## config.mk

```make
export PLATFORM = sky130hd
export DESIGN_NAME = dd_enqueue_tracker
export DESIGN_NICKNAME = d
export VERILOG_FILES = /design/src/rtl/dd_enqueue_tracker_pkg.sv /design/src/rtl/dd_flow_qsize_table.sv /design/src/rtl/dd_enqueue_tracker.sv
export SDC_FILE = /design/constraint.sdc
export NUM_CORES = 1
export LEC_CHECK = 0
export CORE_AREA = 5 5 173 175
export CTS_CLUSTER_DIAMETER = 150
export DETAILED_ROUTE_END_ITERATION = 8
export DIE_AREA = 0 0 178 180
export GPL_TIMING_DRIVEN = 0
export PLACE_DENSITY = 0.57
export SLEW_MARGIN = 10
export SYNTH_ARGS = -nofsm -noshare
export SYNTH_HDL_FRONTEND = slang
export SYNTH_SLANG_ARGS = --single-unit
```

## constraint.sdc

```tcl
create_clock -name clk -period 5.5 [get_ports clk]
set_input_delay 1.65 -clock clk [delete_from_list [all_inputs] [get_ports clk]]
set_output_delay 1.65 -clock clk [all_outputs]
set_load 0.01 [all_outputs]
```

## src/rtl/dd_enqueue_tracker_pkg.sv

```systemverilog
// Shared widths and thresholds for the dd_engine enqueue tracker, plus clogb2 for index widths.
package dd_enqueue_tracker_pkg;

  localparam int FLAG_W                 = 1;
  localparam int PKT_QUEUE_IND_W        = 4;
  localparam int PKT_QUEUE_START_THRESH = 2;
  localparam int PKT_QUEUE_STOP_THRESH  = 4;
  localparam int DD_FLOW_CNT            = 16;

  typedef logic [FLAG_W-1:0] flag_t;

  function automatic int clogb2(input int value);
    int r;
    r = 0;
    while ((1 << r) < value) r++;
    return r;
  endfunction

endpackage

```

## src/rtl/dd_flow_qsize_table.sv

```systemverilog
// Per-flow queue size / back-pressure table; applies clr, enq and deq updates at one edge.
module dd_flow_qsize_table
  import dd_enqueue_tracker_pkg::*;
#(
  parameter int FLOW_CNT     = DD_FLOW_CNT,
  parameter int FLOW_ID_W    = clogb2(DD_FLOW_CNT),
  parameter int QSIZE_W      = PKT_QUEUE_IND_W,
  parameter int STOP_THRESH  = PKT_QUEUE_STOP_THRESH,
  parameter int START_THRESH = PKT_QUEUE_START_THRESH
) (
  input  logic                 clk,
  input  logic                 rst,
  input  logic                 enq_en,
  input  logic [FLOW_ID_W-1:0] enq_flow_id,
  input  logic                 deq_en,
  input  logic [FLOW_ID_W-1:0] deq_flow_id,
  input  logic                 clr_en,
  input  logic [FLOW_ID_W-1:0] clr_flow_id,
  output logic [QSIZE_W-1:0]   enq_size,
  output flag_t                enq_bp,
  output flag_t                enq_dropped,
  output flag_t                enq_deact
);

  localparam logic [QSIZE_W-1:0] STOP_Q  = QSIZE_W'(STOP_THRESH);
  localparam logic [QSIZE_W-1:0] START_Q = QSIZE_W'(START_THRESH);

  logic [QSIZE_W-1:0] size_q [FLOW_CNT];
  logic [QSIZE_W-1:0] size_d [FLOW_CNT];
  logic               bp_q   [FLOW_CNT];
  logic               bp_d   [FLOW_CNT];
  logic               sat_hit;

  // Enqueue applies first, then dequeue on the intermediate value, then clear overrides both.
  always_comb begin
    for (int i = 0; i < FLOW_CNT; i++) begin
      size_d[i] = size_q[i];
      bp_d[i]   = bp_q[i];
      if (enq_en && (enq_flow_id == FLOW_ID_W'(i)) && !(&size_q[i])) begin
        size_d[i] = size_q[i] + 1'b1;
        bp_d[i]   = bp_q[i] | (size_d[i] >= STOP_Q);
      end
      if (deq_en && (deq_flow_id == FLOW_ID_W'(i))) begin
        if (size_d[i] != '0) size_d[i] = size_d[i] - 1'b1;
        bp_d[i] = bp_d[i] & (size_d[i] >= START_Q);
      end
      if (clr_en && (clr_flow_id == FLOW_ID_W'(i))) begin
        size_d[i] = '0;
        bp_d[i]   = 1'b0;
      end
    end
  end

  // A clear on the same flow wins, so a saturated entry being torn down is not a drop.
  assign sat_hit     = (&size_q[enq_flow_id]) & ~(clr_en & (clr_flow_id == enq_flow_id));
  assign enq_size    = size_d[enq_flow_id];
  assign enq_bp      = bp_d[enq_flow_id];
  assign enq_dropped = sat_hit;
  assign enq_deact   = bp_d[enq_flow_id] & ~bp_q[enq_flow_id] & ~sat_hit;

  always_ff @(posedge clk or posedge rst) begin
    if (rst) begin
      for (int i = 0; i < FLOW_CNT; i++) begin
        size_q[i] <= '0;
        bp_q[i]   <= 1'b0;
      end
    end else begin
      size_q <= size_d;
      bp_q   <= bp_d;
    end
  end

endmodule

```

## src/rtl/dd_enqueue_tracker.sv

```systemverilog
// Enqueue-side occupancy/back-pressure tracker: one registered result beat per accepted enqueue.
// Optional saturating drop counter enabled by DD_ENQ_DROP_CNT_EN.
module dd_enqueue_tracker
  import dd_enqueue_tracker_pkg::*;
#(
  parameter int FLOW_CNT     = DD_FLOW_CNT,
  parameter int FLOW_ID_W    = clogb2(DD_FLOW_CNT),
  parameter int QSIZE_W      = PKT_QUEUE_IND_W,
  parameter int STOP_THRESH  = PKT_QUEUE_STOP_THRESH,
  parameter int START_THRESH = PKT_QUEUE_START_THRESH
) (
  input  logic                 clk,
  input  logic                 rst,
  input  logic                 enq_valid,
  input  logic [FLOW_ID_W-1:0] enq_flow_id,
  output logic                 enq_ready,
  input  logic                 deq_upd_valid,
  input  logic [FLOW_ID_W-1:0] deq_upd_flow_id,
  input  logic                 clr_valid,
  input  logic [FLOW_ID_W-1:0] clr_flow_id,
`ifdef DD_ENQ_DROP_CNT_EN
  output logic [15:0]          drop_cnt,
`endif
  output logic                 out_valid,
  input  logic                 out_ready,
  output logic [FLOW_ID_W-1:0] out_flow_id,
  output logic [QSIZE_W-1:0]   pkt_queue_size_out,
  output flag_t                back_pressure_out,
  output flag_t                deactivated_by_ep,
  output flag_t                enq_dropped
);

  logic               enq_fire;
  logic [QSIZE_W-1:0] t_size;
  flag_t              t_bp;
  flag_t              t_dropped;
  flag_t              t_deact;

  // A stalled result blocks new enqueues so the table only advances for reported beats.
  assign enq_ready = ~out_valid | out_ready;
  assign enq_fire  = enq_valid & enq_ready;

  dd_flow_qsize_table #(
    .FLOW_CNT    (FLOW_CNT),
    .FLOW_ID_W   (FLOW_ID_W),
    .QSIZE_W     (QSIZE_W),
    .STOP_THRESH (STOP_THRESH),
    .START_THRESH(START_THRESH)
  ) u_table (
    .clk        (clk),
    .rst        (rst),
    .enq_en     (enq_fire),
    .enq_flow_id(enq_flow_id),
    .deq_en     (deq_upd_valid),
    .deq_flow_id(deq_upd_flow_id),
    .clr_en     (clr_valid),
    .clr_flow_id(clr_flow_id),
    .enq_size   (t_size),
    .enq_bp     (t_bp),
    .enq_dropped(t_dropped),
    .enq_deact  (t_deact)
  );

  always_ff @(posedge clk or posedge rst) begin
    if (rst) begin
      out_valid          <= 1'b0;
      out_flow_id        <= '0;
      pkt_queue_size_out <= '0;
      back_pressure_out  <= '0;
      deactivated_by_ep  <= '0;
      enq_dropped        <= '0;
    end else if (enq_fire) begin
      out_valid          <= 1'b1;
      out_flow_id        <= enq_flow_id;
      pkt_queue_size_out <= t_size;
      back_pressure_out  <= t_bp;
      deactivated_by_ep  <= t_deact;
      enq_dropped        <= t_dropped;
    end else if (out_ready) begin
      out_valid <= 1'b0;
    end
  end

`ifdef DD_ENQ_DROP_CNT_EN
  always_ff @(posedge clk or posedge rst) begin
    if (rst) begin
      drop_cnt <= '0;
    end else if (enq_fire && t_dropped[0] && (drop_cnt != 16'hFFFF)) begin
      drop_cnt <= drop_cnt + 16'd1;
    end
  end
`endif

endmodule
```

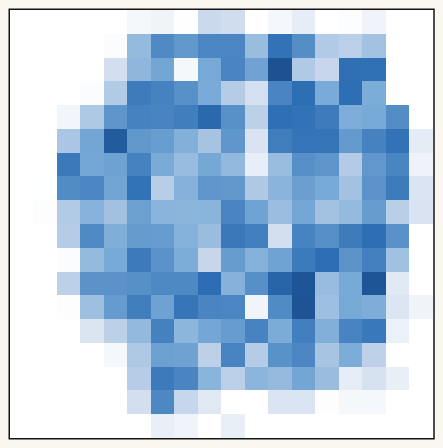
Run 1: cell area per tile
18 x 18 tiles, from white (low) to dark blue (high), 0 to 100% covered.
29% of the tiles are nearly empty. The fullest tile reaches 87%. The emptiest ninth of the die: bottom left.
CORE AREA: 0.0283 mm^2
FP Core Util: 34.1%
Finished Core Util: 39.7%

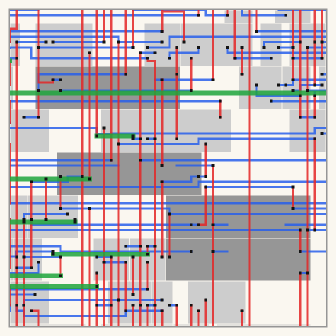
Run 1: zoomed window
Window x 124 to 144, y 125 to 145 um. Cells in gray, sequential cells in the stronger gray; small squares are vias.
Red marks metal 2. Blue marks metal 1. Green marks metal 3.
Most frequent: dfrtp_1 (4), mux2i_1 (2), a31oi_1 (2). 21 logic cells have their middle in the window. Netlist names of flops here include `u_table.bp_q` (3), `u_table.size_q` (1). Sequential cells in the window: 4.

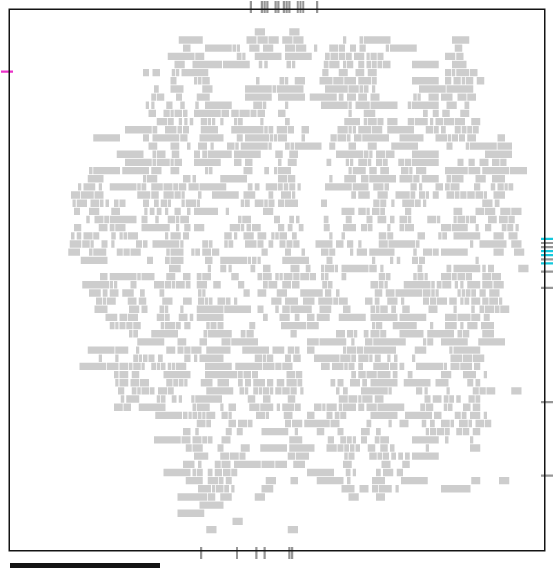
Run 1: pin placement
The bar under the picture is 50 um long. Pins as bars across the die edge, other pins in gray.
Cyan marks `deq_upd_flow_id`, pins 4, direction input, edge right. Magenta marks `clk`, pins 1, direction input, edge left.
All pins by edge: 13 top, 11 right, 6 bottom, 1 left.
DIE HEIGHT: 180 um
DIE WIDTH: 178 um
PortBufs: 26

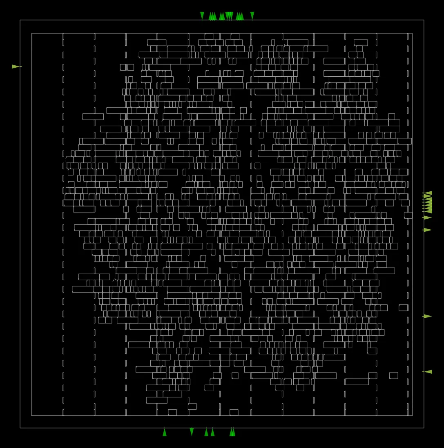
Run 1: placed standard cells
fraction of area in registers: 20.5%
seq_cells: 92

==> GITHUB_STEP_SUMMARY, run 1 <==
### Metrics collected by this job

| Metric | Value |
|---|---|
| Leading area contributor after synthesis | `dfrtp_1` |
| CP max stage delay | `0.45 ns` |
| Antenna viol nets, final | `0` |
| Final setup vio count | `0` |
| Sw power | `2.30 mW` |
| CP arrival | `5.63 ns` |
| Crit share post-route | `97.4%` |
| Reg power frac | `25.3%` |
| Routed length on met2 | `16,400 um` |
| Commonest cells in the synthesized netlist | `115 x nor2_1, 92 x dfrtp_1, 92 x nand2_1, 56 x a21oi_1, 50 x mux2i_1` |
| Combinational gates | `978` |
| Gr busiest metal | `met2` |
| Slew @ Worst Pin | `0.983 ns` |
| Minimum clock period | `5.35 ns` |
| Worst Clk Skew | `0.0119 ns` |
| Vias in the first global route | `9,216` |
| Pwr top | `combinational logic` |
| Clk ins delay skew pair | `0.37 ns` |
| Asr flop ratio synth | `100%` |
| Slowest CP cell | `clkdlybuf4s50_1` |
| Chip area | `0.0320 mm^2` |
| Via count | `9,823` |
| Combinational share of power | `58.7%` |
| GR Layer Usage met3 | `3.36%` |
| Synth Register Bits | `92` |
| Hold WC Path Type | `flop to flop` |
| Fin Setup TNS | `0 ns` |
| GPL Wtd Cong | `0.949` |
| Type of the worst setup path | `input port to flop` |
| Outcome | `finished, final reports clean` |
| Worst Setup End Kind | `flop` |
| Buffering overhead | `7.15%` |
| Mux area share | `10.7%` |
| Fillers | `2,803` |
| Post-synth tally of flip-flops with integrated enable | `0` |
| CTS Buf Count | `9` |
--- run 2 (diff from run 1) ---
- CAP_MARGIN: not set -> 0
- RECOVER_POWER: not set -> 100
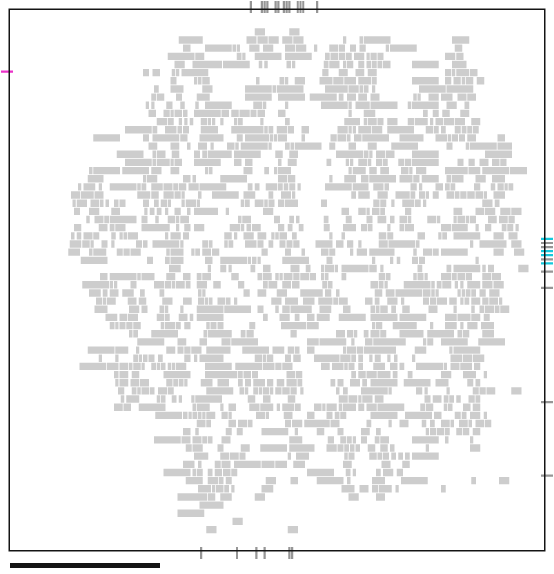
Run 2: pin placement
The bar under the picture is 50 um long. Pins as bars across the die edge, other pins in gray.
Magenta marks `clk`, pins 1, direction input, edge left. Cyan marks `deq_upd_flow_id`, pins 4, direction input, edge right.
All pins by edge: 13 top, 11 right, 6 bottom, 1 left.

==> run 2 against run 1 <==
Effect of this change:
- the run now ends with capacitance limit, slew limit left
- routed wire length fell by 0.19%
- sequential power hardly changed
- first-iteration DRC count up 1.7%
- sequential share of layout area grew 0.087 points
- non-clock buffer count is the same
- clock skew up 0.00058 ns
- power decreased by 0.56%
- clock-buffer cell count is the same
- hold slack worse by 0.0060 ns
- core utilization down 0.17 points
- cell area shrank 0.42%
==> GITHUB_STEP_SUMMARY, run 2 <==
### Metrics collected by this job

| Metric | Value |
|---|---|
| Routed length on met2 | `16,400 um (about the same)` |
| Outcome | `complete, but fails checks` |
| Commonest cells in the synthesized netlist | `115 x nor2_1, 92 x dfrtp_1, 92 x nand2_1, 56 x a21oi_1, 50 x mux2i_1` |
| Worst Clk Skew | `0.0125 ns (+0.000580 ns)` |
| Final slew viol count | `94` |
| Post-synth tally of flip-flops with integrated enable | `0 (unchanged)` |
| Hold WC Path Type | `flop to flop` |
| Fraction of area in registers | `20.6% (+0.087 points)` |
| Max cap viols | `2` |
| CORE AREA | `0.0283 mm^2 (unchanged)` |
| Reg power frac | `25.4% (about the same)` |
| Via count | `9,816 (-0.071%)` |
| Chip area | `0.0320 mm^2 (unchanged)` |
| Minimum clock period | `5.35 ns (-0.00755 ns)` |
| Type of the worst setup path | `input port to flop` |
| Mux area share | `10.7% (unchanged)` |
| GR Layer Usage met3 | `3.36% (unchanged)` |
| Synth Register Bits | `92 (unchanged)` |
| CP max stage delay | `0.48 ns (+0.03 ns)` |
| DIE HEIGHT | `180 um (unchanged)` |
| Asr flop ratio synth | `100% (unchanged)` |
| Final setup vio count | `0 (unchanged)` |
| DIE WIDTH | `178 um (unchanged)` |
| Sw power | `2.29 mW (-0.36%)` |
| Crit share post-route | `97.2% (-0.14 points)` |
| Pwr top | `combinational logic` |
| Gr busiest metal | `met2` |
| Failing checks | `capacitance limit, slew limit` |
| Seq_cells | `92 (unchanged)` |
| Antenna viol nets, final | `0 (unchanged)` |
| Buffering overhead | `6.95% (-0.20 points)` |
| Leading area contributor after synthesis | `dfrtp_1` |
| PortBufs | `26 (unchanged)` |
| GPL Wtd Cong | `0.949 (unchanged)` |
| CTS Buf Count | `9 (unchanged)` |
| Worst Setup End Kind | `flop` |
| Combinational gates | `978 (unchanged)` |
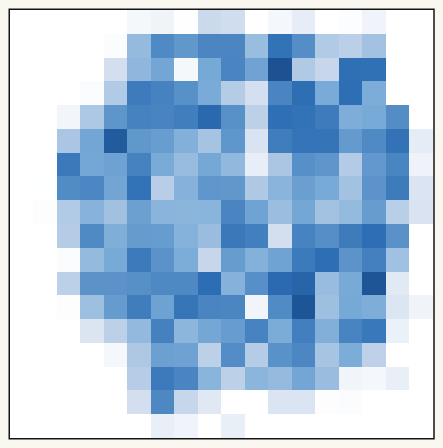
Run 2: cell area per tile
18 x 18 tiles, from white (low) to dark blue (high), 0 to 100% covered.
The fullest tile reaches 87%. 29% of the tiles are nearly empty. The mean over all tiles is 33%. 2.5% of the tiles are over 75% full.

No activity file was given, so power comes from the tool's default toggle rates.
